[src/rtl/uart_duplex_if.sv]
// CPU-side register bus of the duplex UART: TX FIFO push port,
// RX FIFO pop port with per-character status, and the sticky error flag.
interface uart_duplex_if;
    logic [31:0] wdata;
    logic        we;
    logic        full;
    logic        re;
    logic [7:0]  rdata;
    logic        rvalid;
    logic        perr;
    logic        ferr;
    logic        overrun;
    logic        err_clr;

    // The bus owner (CPU / testbench) drives requests and reads status.
    modport master (
        output wdata, we, re, err_clr,
        input  full, rdata, rvalid, perr, ferr, overrun
    );

    // The UART serves the requests.
    modport slave (
        input  wdata, we, re, err_clr,
        output full, rdata, rvalid, perr, ferr, overrun
    );
endinterface

[src/rtl/uart_duplex.sv]
// Full-duplex UART: TX FIFO feeding a serialiser, and a deserialiser
// feeding a first-word-fall-through RX FIFO that carries per-character
// parity/framing status. Frame format is fixed at elaboration.
module uart_duplex #(
    parameter int BAUD_DIV  = 16,
    parameter int DATA_BITS = 8,
    parameter int PARITY    = 0,
    parameter int STOP_BITS = 1,
    parameter int TX_DEPTH  = 16,
    parameter int RX_DEPTH  = 16
) (
    input  logic          clk,
    input  logic          rst_n,
    uart_duplex_if.slave  bus,
    output logic          tx,
    input  logic          rx
);
    localparam int   TX_AW    = $clog2(TX_DEPTH);
    localparam int   RX_AW    = $clog2(RX_DEPTH);
    localparam int   STOP_LEN = STOP_BITS * BAUD_DIV;
    localparam int   CNT_W    = $clog2(STOP_LEN + 1);
    localparam int   HALF     = BAUD_DIV / 2;
    localparam int   RX_W     = DATA_BITS + 2;
    localparam logic ODD      = (PARITY == 2);
    localparam logic [CNT_W-1:0] BIT_END  = CNT_W'(BAUD_DIV - 1);
    localparam logic [CNT_W-1:0] STOP_END = CNT_W'(STOP_LEN - 1);
    localparam logic [CNT_W-1:0] HALF_END = CNT_W'(HALF - 1);
    localparam logic [2:0]       LAST_BIT = 3'(DATA_BITS - 1);

    typedef enum logic [2:0] {
        S_IDLE, S_START, S_DATA, S_PARITY, S_STOP
    } state_t;

    // Upper write-data bits carry no meaning for this frame width.
    logic unused_wdata;
    assign unused_wdata = ^bus.wdata;

    // ------------------------------------------------------------------
    // TX FIFO
    // ------------------------------------------------------------------
    logic [DATA_BITS-1:0] tx_mem [TX_DEPTH];
    logic [TX_AW:0]       tx_wr_ptr_reg, tx_rd_ptr_reg;
    logic                 tx_empty, tx_full, tx_push, tx_pop;

    assign tx_empty = (tx_wr_ptr_reg == tx_rd_ptr_reg);
    assign tx_full  = (tx_wr_ptr_reg[TX_AW] != tx_rd_ptr_reg[TX_AW]) &&
                      (tx_wr_ptr_reg[TX_AW-1:0] == tx_rd_ptr_reg[TX_AW-1:0]);
    // A write while full is dropped even if a pop frees a slot this cycle.
    assign tx_push  = bus.we && !tx_full;
    assign bus.full = tx_full;

    // TX storage write port (no reset so it maps onto RAM).
    always_ff @(posedge clk) begin
        if (tx_push)
            tx_mem[tx_wr_ptr_reg[TX_AW-1:0]] <= bus.wdata[DATA_BITS-1:0];
    end

    // TX FIFO pointers.
    always_ff @(posedge clk or negedge rst_n) begin
        if (!rst_n) begin
            tx_wr_ptr_reg <= '0;
            tx_rd_ptr_reg <= '0;
        end else begin
            if (tx_push) tx_wr_ptr_reg <= tx_wr_ptr_reg + 1'b1;
            if (tx_pop)  tx_rd_ptr_reg <= tx_rd_ptr_reg + 1'b1;
        end
    end

    // ------------------------------------------------------------------
    // TX serialiser
    // ------------------------------------------------------------------
    state_t               tx_state_reg, tx_state_next;
    logic [CNT_W-1:0]     tx_cnt_reg, tx_cnt_next;
    logic [2:0]           tx_bit_reg, tx_bit_next;
    logic [DATA_BITS-1:0] tx_shift_reg, tx_shift_next;
    logic                 tx_par_reg, tx_par_next;
    logic                 tx_line, tx_reg;

    // TX next-state: each state holds the line for one bit time; a new
    // frame is started straight from STOP when more data is queued.
    always_comb begin
        tx_state_next = tx_state_reg;
        tx_cnt_next   = tx_cnt_reg + 1'b1;
        tx_bit_next   = tx_bit_reg;
        tx_shift_next = tx_shift_reg;
        tx_par_next   = tx_par_reg;
        tx_pop        = 1'b0;
        tx_line       = 1'b1;
        case (tx_state_reg)
            S_IDLE: begin
                tx_cnt_next = '0;
                if (!tx_empty) begin
                    tx_pop        = 1'b1;
                    tx_state_next = S_START;
                end
            end
            S_START: begin
                tx_line = 1'b0;
                if (tx_cnt_reg == BIT_END) begin
                    tx_cnt_next   = '0;
                    tx_bit_next   = '0;
                    tx_state_next = S_DATA;
                end
            end
            S_DATA: begin
                tx_line = tx_shift_reg[0];
                if (tx_cnt_reg == BIT_END) begin
                    tx_cnt_next   = '0;
                    tx_shift_next = tx_shift_reg >> 1;
                    tx_par_next   = tx_par_reg ^ tx_shift_reg[0];
                    tx_bit_next   = tx_bit_reg + 1'b1;
                    if (tx_bit_reg == LAST_BIT)
                        tx_state_next = (PARITY != 0) ? S_PARITY : S_STOP;
                end
            end
            S_PARITY: begin
                tx_line = tx_par_reg ^ ODD;
                if (tx_cnt_reg == BIT_END) begin
                    tx_cnt_next   = '0;
                    tx_state_next = S_STOP;
                end
            end
            S_STOP: begin
                tx_line = 1'b1;
                if (tx_cnt_reg == STOP_END) begin
                    tx_cnt_next = '0;
                    if (!tx_empty) begin
                        tx_pop        = 1'b1;
                        tx_state_next = S_START;
                    end else begin
                        tx_state_next = S_IDLE;
                    end
                end
            end
            default: tx_state_next = S_IDLE;
        endcase
    end

    // TX state register; the popped word is read from RAM into the shifter.
    always_ff @(posedge clk or negedge rst_n) begin
        if (!rst_n) begin
            tx_state_reg <= S_IDLE;
            tx_cnt_reg   <= '0;
            tx_bit_reg   <= '0;
            tx_shift_reg <= '0;
            tx_par_reg   <= 1'b0;
            tx_reg       <= 1'b1;
        end else begin
            tx_state_reg <= tx_state_next;
            tx_cnt_reg   <= tx_cnt_next;
            tx_bit_reg   <= tx_bit_next;
            tx_reg       <= tx_line;
            if (tx_pop) begin
                tx_shift_reg <= tx_mem[tx_rd_ptr_reg[TX_AW-1:0]];
                tx_par_reg   <= 1'b0;
            end else begin
                tx_shift_reg <= tx_shift_next;
                tx_par_reg   <= tx_par_next;
            end
        end
    end

    assign tx = tx_reg;

    // ------------------------------------------------------------------
    // RX deserialiser
    // ------------------------------------------------------------------
    logic rx_meta_reg, rx_sync_reg, rx_prev_reg;

    // Two-flop synchroniser plus a delayed copy for falling-edge detection.
    always_ff @(posedge clk or negedge rst_n) begin
        if (!rst_n) begin
            rx_meta_reg <= 1'b1;
            rx_sync_reg <= 1'b1;
            rx_prev_reg <= 1'b1;
        end else begin
            rx_meta_reg <= rx;
            rx_sync_reg <= rx_meta_reg;
            rx_prev_reg <= rx_sync_reg;
        end
    end

    state_t               rx_state_reg, rx_state_next;
    logic [CNT_W-1:0]     rx_cnt_reg, rx_cnt_next;
    logic [2:0]           rx_bit_reg, rx_bit_next;
    logic [DATA_BITS-1:0] rx_shift_reg, rx_shift_next;
    logic                 rx_par_reg, rx_par_next;
    logic                 rx_perr_reg, rx_perr_next;
    logic                 rx_done;
    logic                 rx_full, rx_empty, rx_push, rx_pop;

    // RX next-state: first sample half a bit into START, then one sample
    // per bit time; back to IDLE right after the first stop sample.
    always_comb begin
        rx_state_next = rx_state_reg;
        rx_cnt_next   = rx_cnt_reg + 1'b1;
        rx_bit_next   = rx_bit_reg;
        rx_shift_next = rx_shift_reg;
        rx_par_next   = rx_par_reg;
        rx_perr_next  = rx_perr_reg;
        rx_done       = 1'b0;
        case (rx_state_reg)
            S_IDLE: begin
                rx_cnt_next = '0;
                if (rx_prev_reg && !rx_sync_reg)
                    rx_state_next = S_START;
            end
            S_START: begin
                if (rx_cnt_reg == HALF_END) begin
                    rx_cnt_next  = '0;
                    rx_bit_next  = '0;
                    rx_par_next  = 1'b0;
                    rx_perr_next = 1'b0;
                    // A line already high again was only a glitch.
                    rx_state_next = rx_sync_reg ? S_IDLE : S_DATA;
                end
            end
            S_DATA: begin
                if (rx_cnt_reg == BIT_END) begin
                    rx_cnt_next   = '0;
                    rx_shift_next = {rx_sync_reg, rx_shift_reg[DATA_BITS-1:1]};
                    rx_par_next   = rx_par_reg ^ rx_sync_reg;
                    rx_bit_next   = rx_bit_reg + 1'b1;
                    if (rx_bit_reg == LAST_BIT)
                        rx_state_next = (PARITY != 0) ? S_PARITY : S_STOP;
                end
            end
            S_PARITY: begin
                if (rx_cnt_reg == BIT_END) begin
                    rx_cnt_next   = '0;
                    rx_perr_next  = rx_sync_reg ^ rx_par_reg ^ ODD;
                    rx_state_next = S_STOP;
                end
            end
            S_STOP: begin
                if (rx_cnt_reg == BIT_END) begin
                    rx_cnt_next   = '0;
                    rx_done       = 1'b1;
                    rx_state_next = S_IDLE;
                end
            end
            default: rx_state_next = S_IDLE;
        endcase
    end

    // RX state register.
    always_ff @(posedge clk or negedge rst_n) begin
        if (!rst_n) begin
            rx_state_reg <= S_IDLE;
            rx_cnt_reg   <= '0;
            rx_bit_reg   <= '0;
            rx_shift_reg <= '0;
            rx_par_reg   <= 1'b0;
            rx_perr_reg  <= 1'b0;
        end else begin
            rx_state_reg <= rx_state_next;
            rx_cnt_reg   <= rx_cnt_next;
            rx_bit_reg   <= rx_bit_next;
            rx_shift_reg <= rx_shift_next;
            rx_par_reg   <= rx_par_next;
            rx_perr_reg  <= rx_perr_next;
        end
    end

    // ------------------------------------------------------------------
    // RX FIFO (first-word-fall-through), entries are {ferr, perr, data}
    // ------------------------------------------------------------------
    logic [RX_W-1:0] rx_mem [RX_DEPTH];
    logic [RX_AW:0]  rx_wr_ptr_reg, rx_rd_ptr_reg;
    logic [RX_W-1:0] rx_head;
    logic [7:0]      rx_head_data;
    logic            overrun_reg;

    assign rx_empty = (rx_wr_ptr_reg == rx_rd_ptr_reg);
    assign rx_full  = (rx_wr_ptr_reg[RX_AW] != rx_rd_ptr_reg[RX_AW]) &&
                      (rx_wr_ptr_reg[RX_AW-1:0] == rx_rd_ptr_reg[RX_AW-1:0]);
    assign rx_push  = rx_done && !rx_full;
    assign rx_pop   = bus.re && !rx_empty;

    // RX storage write port; the stop sample itself is the framing status.
    always_ff @(posedge clk) begin
        if (rx_push)
            rx_mem[rx_wr_ptr_reg[RX_AW-1:0]] <= {!rx_sync_reg, rx_perr_reg, rx_shift_reg};
    end

    // RX FIFO pointers and the sticky overrun flag (set beats clear).
    always_ff @(posedge clk or negedge rst_n) begin
        if (!rst_n) begin
            rx_wr_ptr_reg <= '0;
            rx_rd_ptr_reg <= '0;
            overrun_reg   <= 1'b0;
        end else begin
            if (rx_push) rx_wr_ptr_reg <= rx_wr_ptr_reg + 1'b1;
            if (rx_pop)  rx_rd_ptr_reg <= rx_rd_ptr_reg + 1'b1;
            if (rx_done && rx_full)
                overrun_reg <= 1'b1;
            else if (bus.err_clr)
                overrun_reg <= 1'b0;
        end
    end

    assign rx_head = rx_mem[rx_rd_ptr_reg[RX_AW-1:0]];

    // Zero-extend the head character to the 8-bit read port.
    always_comb begin
        rx_head_data = '0;
        rx_head_data[DATA_BITS-1:0] = rx_head[DATA_BITS-1:0];
    end

    // Head fields are masked while empty so the port reads zero.
    assign bus.rvalid  = !rx_empty;
    assign bus.rdata   = rx_empty ? 8'h00 : rx_head_data;
    assign bus.perr    = !rx_empty && rx_head[DATA_BITS];
    assign bus.ferr    = !rx_empty && rx_head[DATA_BITS+1];
    assign bus.overrun = overrun_reg;
endmodule

[src/flat_wrapper.sv]
// flat-port wrapper written by rule: the top's interface ports become plain ports
module uart_duplex_flat 
#(
    parameter int BAUD_DIV  = 16,
    parameter int DATA_BITS = 8,
    parameter int PARITY    = 0,
    parameter int STOP_BITS = 1,
    parameter int TX_DEPTH  = 16,
    parameter int RX_DEPTH  = 16
)
  (clk, rst_n, tx, rx, bus_wdata, bus_we, bus_re, bus_err_clr, bus_full, bus_rdata, bus_rvalid, bus_perr, bus_ferr, bus_overrun);
  uart_duplex_if bus_i ();
  input  logic clk;
  input  logic rst_n;
  output logic tx;
  input  logic rx;
  input wire logic [$bits(bus_i.wdata)-1:0] bus_wdata;
  input wire logic [$bits(bus_i.we)-1:0] bus_we;
  input wire logic [$bits(bus_i.re)-1:0] bus_re;
  input wire logic [$bits(bus_i.err_clr)-1:0] bus_err_clr;
  output wire logic [$bits(bus_i.full)-1:0] bus_full;
  output wire logic [$bits(bus_i.rdata)-1:0] bus_rdata;
  output wire logic [$bits(bus_i.rvalid)-1:0] bus_rvalid;
  output wire logic [$bits(bus_i.perr)-1:0] bus_perr;
  output wire logic [$bits(bus_i.ferr)-1:0] bus_ferr;
  output wire logic [$bits(bus_i.overrun)-1:0] bus_overrun;
  assign bus_i.wdata = bus_wdata;
  assign bus_i.we = bus_we;
  assign bus_i.re = bus_re;
  assign bus_i.err_clr = bus_err_clr;
  assign bus_full = bus_i.full;
  assign bus_rdata = bus_i.rdata;
  assign bus_rvalid = bus_i.rvalid;
  assign bus_perr = bus_i.perr;
  assign bus_ferr = bus_i.ferr;
  assign bus_overrun = bus_i.overrun;
  uart_duplex #(.BAUD_DIV(BAUD_DIV), .DATA_BITS(DATA_BITS), .PARITY(PARITY), .STOP_BITS(STOP_BITS), .TX_DEPTH(TX_DEPTH), .RX_DEPTH(RX_DEPTH)) u_core (.clk(clk), .rst_n(rst_n), .bus(bus_i), .tx(tx), .rx(rx));
endmodule
[config.mk]
export PLATFORM = sky130hd
export DESIGN_NAME = uart_duplex_flat
export DESIGN_NICKNAME = d
export VERILOG_FILES = /design/src/rtl/uart_duplex_if.sv /design/src/rtl/uart_duplex.sv /design/src/flat_wrapper.sv
export SDC_FILE = /design/constraint.sdc
export NUM_CORES = 1
export LEC_CHECK = 0
export ABC_AREA = 1
export CAP_MARGIN = 25
export CORE_UTILIZATION = 50
export CTS_CLUSTER_SIZE = 12
export DETAILED_ROUTE_END_ITERATION = 12
export PLACE_DENSITY = 0.67
export SLEW_MARGIN = 10
export SYNTH_ARGS = -nofsm -noshare
export SYNTH_HDL_FRONTEND = slang
export SYNTH_SLANG_ARGS = --single-unit
[constraint.sdc]
create_clock -name clk -period 2.9 [get_ports clk]
set_clock_uncertainty 0.05 [all_clocks]
set_input_delay 0.58 -clock clk [delete_from_list [all_inputs] [get_ports clk]]
set_output_delay 0.58 -clock clk [all_outputs]
set_load 0.01 [all_outputs]
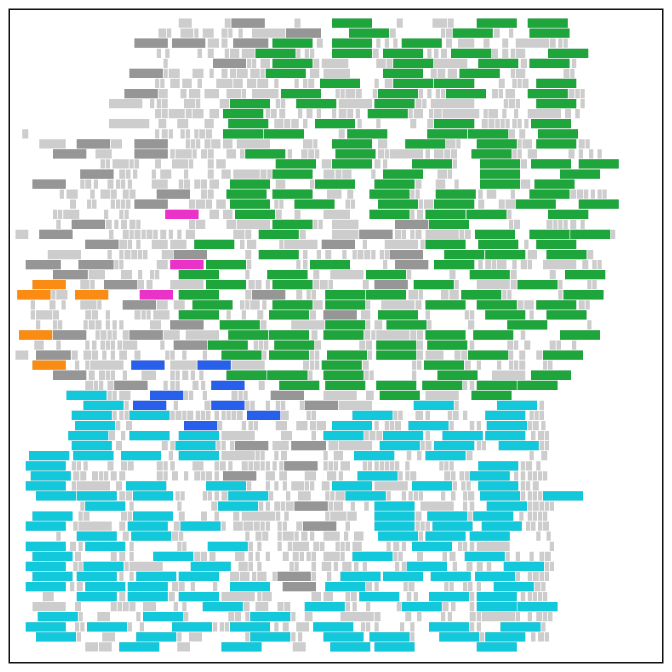
(run_1/ff_map.png)
magenta -> `u_core.rx_bit_reg`  # sequential cells 3
orange -> `u_core.tx_cnt_reg`  # sequential cells 5, where middle left
cyan -> `u_core.tx_mem`  # sequential cells 128
green -> `u_core.rx_mem`  # sequential cells 160
blue -> `u_core.tx_shift_reg`  # sequential cells 8

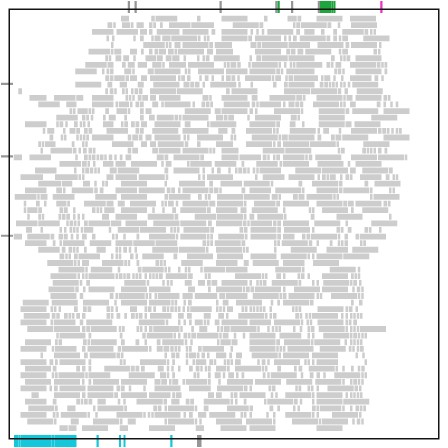
(run_1/pinout.png)
Pins as bars across the die edge, other pins in grey.
green -> `bus_rdata`  # pins 8, direction output, edge top
magenta -> `clk`  # pins 1, direction input, edge top
cyan -> `bus_wdata`  # pins 32, direction input, edge bottom
all pins by edge = 34 bottom, 15 top, 3 left

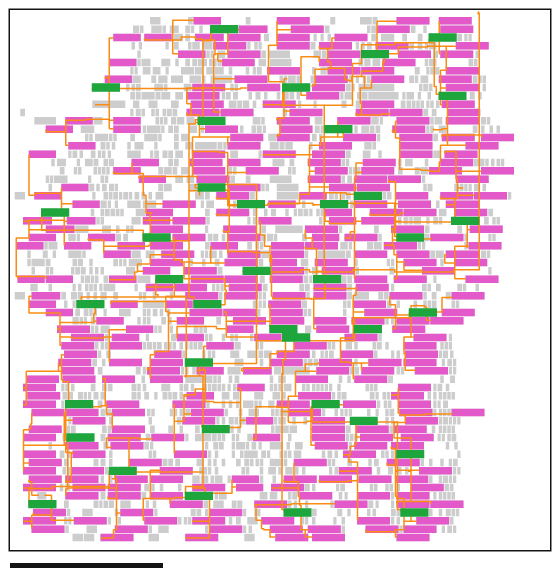
(run_1/clock_wires.png)
Bar = 50 microns.
orange -> clock wires  # length 3830 microns
magenta -> flip-flops  # count 354
green -> clock-net drivers  # count 37
flops lie = spread over the die
routed clock nets = 38

==> Slide: Implementation Results, run 1 <==
Flow Results at a Glance

Run status
  • Outcome: complete, no violations

Critical path
  • WP buf/inv: 3
  • Setup crit end: bus_rdata[5]
  • Worst path depth: 9
  • Worst setup EP type: output pin
  • Critical Path RT: 2.27 ns
  • Crit-path max FO: 15
  • Max stage delay on crit path: roughly 0.48 ns
  • Reg-to-reg endpoint: u_core.rx_mem[3][0]

Route
  • Routed wl met2: roughly 15000 microns
  • Top sig layer: met4
  • Remaining DRCs: 0
  • Post-DRT Antenna Nets: 0

Final layout
  • Signal buf overhead: around 5.2%
  • Most frequent logic cell in the layout: edfxtp_1
  • Share of cells above drive strength 1: a little over a tenth
  • Flop count: between 300 and 400

Die
  • Die height: between 150 and 200 microns
  • Row count: 63
  • Fp_density: between 50% and 60%

CTS
  • Clk buf depth: 3
  • Clock Latency Late Sink: roughly 0.51 ns
  • Number of buffers created by CTS: 37

Hold path
  • Hold/Removal Path Class: input pin to asynchronous set/reset pin

Yosys
  • Top non-seq family: simple AND/OR/NAND/NOR gates
  • Ys flops: between 300 and 400
  • Syn avg cell area: 10.7 sq um
  • Leading area contributor after synthesis: edfxtp_1

Flow run
  • Tool warnings: ~59
  • Number of max-cap violations: 0

GRT
  • Initial antenna violation count: 1
  • First-pass GRT wire length: between 50000 and 60000 microns

Place
  • Port bufs: 27

Final timing
  • Worst Slack Setup Final: ~0.074 ns

Power
  • Seq pwr: between 5000 and 6000 uW
  • Switching share of total power: a little under a third
  • P_comb: 3540 uW
## Run 2: what changed since run 1
--- a/config.mk
+++ b/config.mk
@@ -10,8 +10,9 @@
 export CORE_UTILIZATION = 50
 export CTS_CLUSTER_SIZE = 12
 export DETAILED_ROUTE_END_ITERATION = 12
-export PLACE_DENSITY = 0.67
+export DONT_BUFFER_PORTS = 1
 export SLEW_MARGIN = 10
 export SYNTH_ARGS = -nofsm -noshare
 export SYNTH_HDL_FRONTEND = slang
 export SYNTH_SLANG_ARGS = --single-unit
+export TNS_END_PERCENT = 10
==> Slide: Implementation Results, run 2 <==
Flow Results at a Glance

Yosys
  • Synth Cell Area: about 0.015 sq mm
  • Syn avg cell area: 10.7 sq um (unchanged)
  • Ys flops: 354 (unchanged)
  • Mux cell area share: 0%
  • Top non-seq family: simple AND/OR/NAND/NOR gates
  • Adder Share, Synth: under 10%
  • Leading area contributor after synthesis: edfxtp_1
  • XOR Share, Synth: between 1 and 1.5%
  • Mapped Cells: approximately 1.4k

Critical path
  • Max stage delay on crit path: 0.51 ns (+0.03 ns)
  • Worst path depth: 6 (-3)
  • Setup crit end: bus_ferr
  • WP buf/inv: 2 (-1)
  • Worst setup EP type: output pin
  • Reg-to-reg endpoint: u_core.tx_mem[14][5]
  • Crit-path max FO: 51 (+36)
  • Critical Path RT: 2.27 ns (about the same)
  • CP Launch Point: u_core.rx_rd_ptr_reg[0]

Power
  • Worst IR Drop VDD: between 0.0006 and 0.0007 V
  • Switching share of total power: 30.4% (+0.15 points)
  • Seq pwr: 6000 uW (about the same)
  • P_comb: 2880 uW (-19%)

Final layout
  • Most frequent logic cell in the layout: edfxtp_1
  • Share of cells above drive strength 1: 8.13% (-2.4 points)
  • Flop count: 354 (unchanged)
  • Signal buf overhead: 2.30% (-2.9 points)

Place
  • Port bufs: 0 (-100%)
  • Inst Count DP: about 1.8k

Route
  • Vias: just under 10k
  • Remaining DRCs: 0 (unchanged)
  • Post-DRT Antenna Nets: 0 (unchanged)
  • Routed wl met2: 14400 microns (-5.6%)
  • Vias per cell: between 5 and 6
  • Top sig layer: met4

CTS
  • H-tree levels: 2
  • Clock Latency Late Sink: 0.52 ns (about the same)
  • CTS tree: yes
  • Clk buf depth: 3 (unchanged)
  • Number of buffers created by CTS: 38 (+2.7%)

Hold path
  • Hold/Removal Path Class: input pin to register

Die
  • Row count: 63 (unchanged)
  • Fp_density: 51.0% (unchanged)
  • Die height: 176 microns (unchanged)

Flow run
  • Tool warnings: 58 (-1.7%)
  • Number of max-cap violations: 0 (unchanged)

GRT
  • First-pass GRT wire length: 52800 microns (+2.8%)
  • Initial antenna violation count: 0 (-1)

Final timing
  • Worst Slack Setup Final: 0.0906 ns (+0.0163 ns)

Run status
  • Outcome: complete, no violations
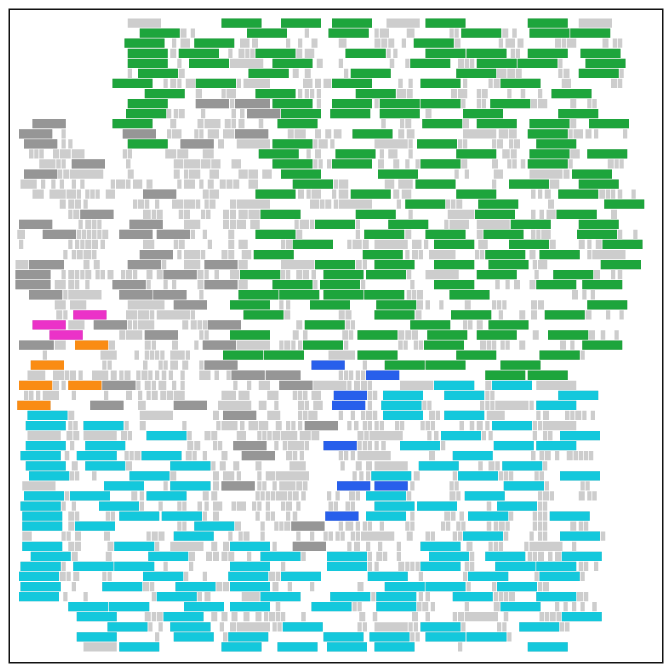
(run_2/ff_map.png)
cyan -> `u_core.tx_mem`  # sequential cells 128
orange -> `u_core.tx_cnt_reg`  # sequential cells 5, where middle left
blue -> `u_core.tx_shift_reg`  # sequential cells 8
magenta -> `u_core.rx_bit_reg`  # sequential cells 3
green -> `u_core.rx_mem`  # sequential cells 160

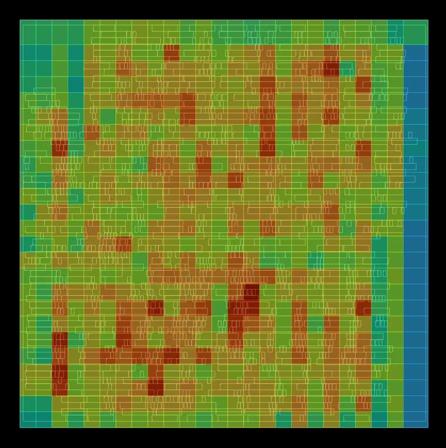
(run_2/congestion_map.png)
met2 Use GR: 32.5%
gr usage total: 22.2%
average wire per standard cell: 17.8 microns
met3 usage: 3.62%

Power is estimated from default activity; no workload was simulated.
